Design rr_arbiter_hold, sky130hd; sources not shown.
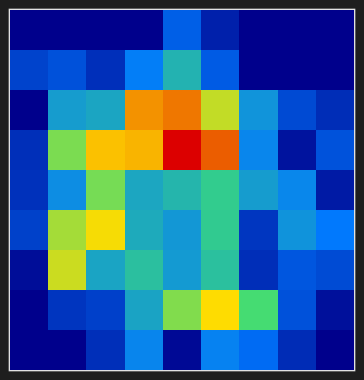
Figure 1: run 1, wire density map.
Drawn at 8 px/um. The die is cut into 9 by 9 equal tiles; dark blue is low, red is high, scaled to the fullest tile. Values are wire area over tile area, all layers added.
nearly empty tiles	20%
fullest tile	0.40
mean over tiles	0.11
final WL: 1356 um
Total GRT Usage: 16.91%
WL/cell: 13.04 um

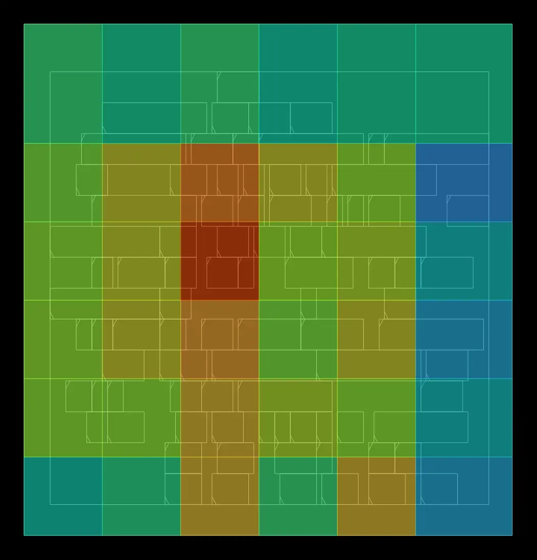
Figure 2: run 1, track usage over the die.
grt met3 use: 7.200%
met1 Usage GRT: 23.27%

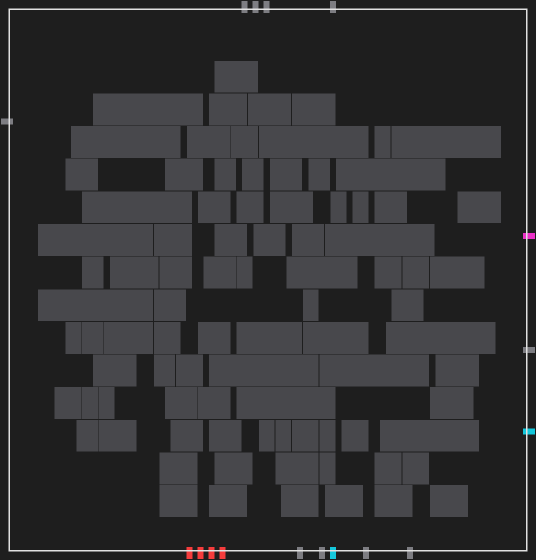
Figure 3: run 1, pin map.
Drawn at 12 px/um. Pins as bars across the die edge, other pins in gray.
color	port	pins	direction	edge
cyan	grant_id	2	output	1 east, 1 south
red	req	4	input	south
magenta	grant_valid	1	output	east
all pins by edge	9 south, 4 north, 3 east, 1 west
die width: 43 um
Buffers on Ports: 16
die height: 45 um

==> results.sh, run 1 <==
# source this file to load flow results
export IMPL_clk_pin_slew_ns=0.07
export IMPL_ys_flop_type="dfrtp_1"
export IMPL_diodes=0
export IMPL_finalNonFillerCells=104
export IMPL_cp_num_buf_inv=0
export IMPL_lay_top_count="dfrtp_1"
export IMPL_cts_root_buf="clkbuf_4"
export IMPL_grt_pass1_wl_um=2352
export IMPL_grt_pass1_vias=538
export IMPL_yosys_register_bits=12
export IMPL_cp_arrival_ns=1.83
export IMPL_row_count=14
export IMPL_dpl_worst_slack_ns=-0.3547
export IMPL_required_ns=1.95
export IMPL_post_cts_setup_buffers=0
export IMPL_worst_setup_path_end_kind="register"
export IMPL_drc_errors=0
export IMPL_final_util_pct=62.76
export IMPL_dr_pass1_iters=4
export IMPL_cts_tree="done"
export IMPL_synthArstFlopShare_pct=100.0
export IMPL_critical_path_max_fanout=4
export IMPL_relSlewSlack_pct=62.03
export IMPL_cp_top_family="multiplexers"
export IMPL_p_per_area_mw_per_mm2=1226
export IMPL_cts_buffers=3
export IMPL_yosysSeqAreaShare_pct=45.66
export IMPL_synth_top_cell_area_share_pct=37.74
export IMPL_r2r_setup_slack_ns=0.12
export IMPL_fp_nets=72
export IMPL_most_common_layout_cells="dfrtp_1, dlygate4sd2_1, clkdlybuf4s50_1, buf_4, nand2_1"
export IMPL_timing_fmax_ghz=0.5327
export IMPL_ys_types=29
export IMPL_clock_sinks=12
export IMPL_numPlacedInstances=100
export IMPL_synth_area_um2=663.1
export IMPL_fp_util_pct=45.07
export IMPL_reg2regPathDepth=3
export IMPL_start_kind="register"
export IMPL_final_area_um2=923.4
export IMPL_status="complete, no violations"
export IMPL_largest_area_cell="dfrtp_1"
export IMPL_hpwl_um=1091
export IMPL_hold_class="reg -> reg"
export IMPL_fin_crit_ns=1.877
export IMPL_finalSetupTns_ns=0
export IMPL_placed_area_um2=899.6
export IMPL_edf_count=0
export IMPL_final_nets=100
export IMPL_fin_ws_ns=0.1228
export IMPL_dieArea_mm2=0.001935
export IMPL_yosysWarnings=0
export IMPL_p_leak_nw=0.4247
export IMPL_overflow=0
export IMPL_rsz0062_at_grt="no"
export IMPL_io_pins=17
export IMPL_power_total_w=0.001132
export IMPL_grt_max_degree=13
export IMPL_largest_reg_flops=4
export IMPL_warning_count=26
export IMPL_cp_num_cells=3
export IMPL_irDropWorstVdd_mv=0.6544
## run 1: timing repair
item | CTS | global route
hold endpoints to repair | 0 | 0
gates resized | 10 | 0
hold buffers | 0 | 0
setup endpoints to repair | 6 | 0
## run 1: per-layer routing
layer  vias to the layer above  GRT usage [%]  wire length [um]
met5                         -              0                 0
met4                         0          5.455                17
met3                         4          7.200                65
met2                        11          24.24               583
met1                       266          23.27               690
li1                        281              -                 -
## run 1: cell type report
type / instances / area, um^2
fill: 128 / 548.0
multi-input combinational: 46 / 356.6
clock buffer: 4 / 26.28
inverter: 2 / 7.507
tap: 16 / 20.02
sequential: 12 / 302.8
timing repair buffer: 24 / 210.2
## run 1: synthesized netlist by cell type, types with 2 or more instances
| cell type | count |
|---|---|
| and3_2 | 2 |
| mux4_2 | 2 |
| nor4_1 | 2 |
| nor2b_1 | 2 |
| o21ai_0 | 2 |
| mux2_2 | 4 |
| inv_1 | 2 |
| and2_1 | 3 |
| dfrtp_1 | 10 |
| nand2b_1 | 2 |
| dfstp_2 | 2 |
| nor2_1 | 2 |
| a21oi_1 | 3 |
| nand3_1 | 2 |
| nand2_1 | 7 |
## run 1: logic make-up after synthesis
group,count (synthesis),share of synthesized area (%)
muxes,7,15.09
AOI/OAI and AO/OA,13,15.28
DFF,12,45.66
and+or+nand+nor,25,20.38
adders and majority gates,1,1.886
buffers and inverters,3,1.698
## run 1: power breakdown
group | switching, W | total [W] | internal, W
clock network | 0.0000762 | 0.000154 | 0.0000773
logic | 0.000216 | 0.000536 | 0.000321
registers | 0.0000884 | 0.000442 | 0.000354
total | 0.000380 | 0.00113 | 0.000752
Figure 4. Metal 3 (run 1).
Drawn at 12 px/um.
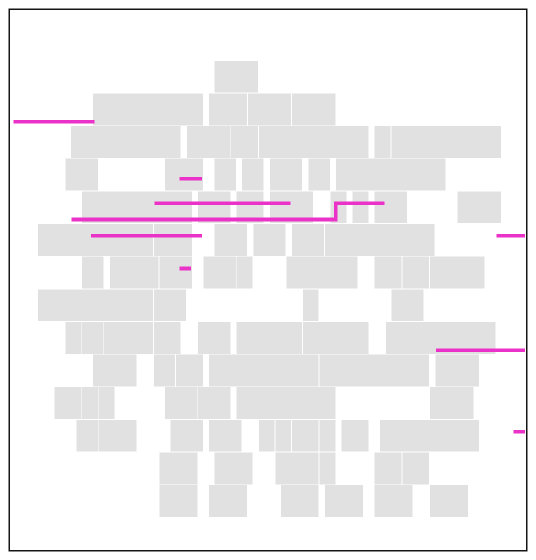

==> inputs of run 2 (changes only) <==
--- a/config.mk
+++ b/config.mk
@@ -6,11 +6,12 @@
 export NUM_CORES = 1
 export LEC_CHECK = 0
 export CAP_MARGIN = 20
-export CORE_AREA = 2 2 41 43
+export CORE_AREA = 2 2 39 41
 export DETAILED_ROUTE_END_ITERATION = 8
-export DIE_AREA = 0 0 43 45
+export DIE_AREA = 0 0 41 43
+export DONT_BUFFER_PORTS = 1
 export GPL_ROUTABILITY_DRIVEN = 0
-export PLACE_DENSITY = 0.74
+export REMOVE_ABC_BUFFERS = 1
 export SLEW_MARGIN = 5
 export SYNTH_ARGS = -nofsm -noshare
 export SYNTH_HDL_FRONTEND = slang
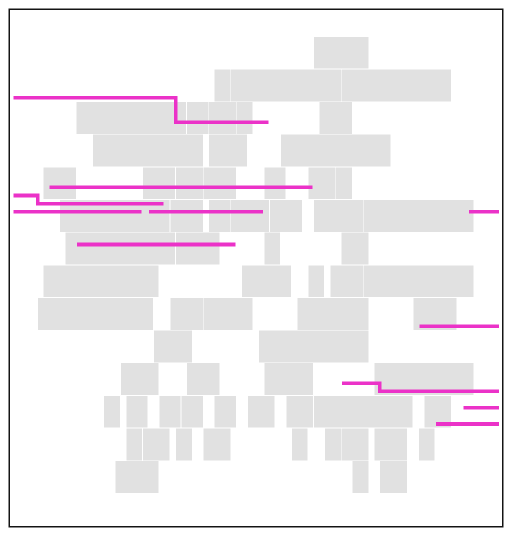
Figure 5: run 2, metal 3.
Drawn at 12 px/um.
longest straight run	21.6 um
nets with wire on the layer	11
main direction	horizontal
final WL: 1298 um
vias post-DR: 506
grt met3 use: 8.377%

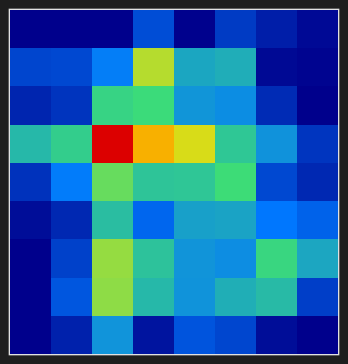
Figure 6: run 2, wire density map.
Drawn at 8 px/um. The die is cut into 8 by 9 equal tiles; dark blue is low, red is high, scaled to the fullest tile. Values are wire area over tile area, all layers added.
mean over tiles	0.12
densest ninth of the die	center
tiles over half the peak	11%
emptiest ninth of the die	north-east
nearly empty tiles	17%
fullest tile	0.46
Total GRT Usage: 18.18%
WL/cell: 15.64 um

==> results.sh, run 2 <==
# source this file to load flow results
export IMPL_hold_depth=2
export IMPL_cts_root_buf="clkbuf_4"
export IMPL_required_ns=1.96
export IMPL_fill_cells=127
export IMPL_yosysSeqAreaShare_pct=45.66
export IMPL_die_w_um=41
export IMPL_reg2regPathDepth=3
export IMPL_io_pins=17
export IMPL_most_common_layout_cells="dfrtp_1, nand2_1, mux2_2"
export IMPL_hpwl_um=995.6
export IMPL_grt_max_degree=13
export IMPL_ys_types=29
export IMPL_drv_slew=0
export IMPL_die_h_um=43
export IMPL_yosysWarnings=0
export IMPL_clk_pin_slew_ns=0.08
export IMPL_dieArea_mm2=0.001763
export IMPL_yosysMostFrequentCell="dfrtp_1"
export IMPL_tightestPinTransition_ns=0.5274
export IMPL_final_nets=79
export IMPL_dpl_worst_slack_ns=0.1664
export IMPL_clock_sinks=12
export IMPL_warning_count=25
export IMPL_cts_tree="done"
export IMPL_status="complete, no violations"
export IMPL_largest_reg_flops=4
export IMPL_syn_inst=61
export IMPL_placed_area_um2=694.4
export IMPL_finalNonFillerCells=83
export IMPL_synth_area_top_cells="dfrtp_1, dfstp_2, mux2_2"
export IMPL_timing_fmax_ghz=0.5448
export IMPL_largest_area_cell="dfrtp_1"
export IMPL_finalSetupTns_ns=0
export IMPL_hold_class="in -> reg"
export IMPL_drc_errors=0
export IMPL_rsz0062_at_grt="no"
export IMPL_dr_pass1_iters=4
export IMPL_fin_ws_ns=0.1643
export IMPL_synth_top_cell_area_share_pct=37.74
export IMPL_final_util_pct=52.80
export IMPL_final_area_um2=730.7
export IMPL_irDropWorstVdd_mv=0.6442
export IMPL_area_growth_pct=10.19
export IMPL_numPlacedInstances=78
export IMPL_fp_util_pct=47.92
export IMPL_r2r_setup_slack_ns=0.16
export IMPL_ys_area_um2=663.1
export IMPL_critical_path_max_fanout=4
export IMPL_row_count=14
export IMPL_synth_area_um2=663.1
export IMPL_relSlewSlack_pct=64.84
export IMPL_p_leak_nw=0.3201
export IMPL_ys_flop_type="dfrtp_1"
export IMPL_cts_buffers=3
export IMPL_lay_top_count="dfrtp_1"
export IMPL_worst_setup_path_end_kind="register"
export IMPL_cts_hold_fix_buffers=1
export IMPL_overflow=0
export IMPL_grt_pass1_wl_um=2118
export IMPL_fin_crit_ns=1.836
export IMPL_cts_repair_resized=0
export IMPL_synthArstFlopShare_pct=100.0
export IMPL_edf_count=0
export IMPL_diodes=0
export IMPL_cp_arrival_ns=1.80
export IMPL_p_per_area_mw_per_mm2=1349
export IMPL_yosys_register_bits=12
export IMPL_post_cts_setup_buffers=0
export IMPL_min_period_over_period_pct=91.79
export IMPL_start_kind="register"
export IMPL_grt_pass1_vias=488
export IMPL_io_buffer_count=0
export IMPL_top_cells_by_count="dfrtp_1, nand2_1, mux2_2"
[run 2: cell counts after synthesis]
No cell type changed its count.
[run 2: routing by layer]
layer / part of all wire [%] / GRT usage [%]
met4: 0 / 6.000
met5: 0 / 0
met3: 9.2 / 8.377
met2: 45 / 23.75
met1: 46 / 26.19
[run 2: layout make-up]
class / count / area (um^2) / share of cell area (%)
multi-input combinational: 46 / 349.1 / 47.77
sequential: 12 / 302.8 / 41.44
clock buffer: 4 / 26.28 / 3.596
timing repair buffer: 3 / 25.02 / 3.425
tap: 16 / 20.02 / 2.740
inverter: 2 / 7.507 / 1.027
[run 2: power by group]
| part | switching (W) | internal (W) | total [W] |
|---|---|---|---|
| clock network | 0.0000718 | 0.0000770 | 0.000149 |
| registers | 0.000118 | 0.000354 | 0.000472 |
| logic | 0.000168 | 0.000196 | 0.000365 |
| total | 0.000359 | 0.000627 | 0.000986 |
[run 2: cell families (layout without fill, tap and decap cells)]
group,Yosys count,count (layout),share of synthesized area (%)
adders and majority gates,1,1,1.886
buffers and inverters,3,9,1.698
DFF,12,12,45.66
muxes,7,7,15.09
and+or+nand+nor,25,25,20.38
AOI/OAI and AO/OA,13,13,15.28
[run 2: through the flow]
step           hold WS, ns  power (W)
3_3_place_gp      -0.09534  0.0008280
3_5_place_dp      -0.09534  0.0008353
6_report            0.1481  0.0009856
2_1_floorplan     -0.09559  0.0007372
4_1_cts             0.1466  0.0009948
5_1_grt             0.1504   0.001063
[run 2: critical path, delay by kind of cell, from the launching register on]
kind	cells	cell delay, ns
compound gates	1	0.20
flops	1	0.41
mux	2	0.92
Power is estimated from default activity; no workload was simulated.
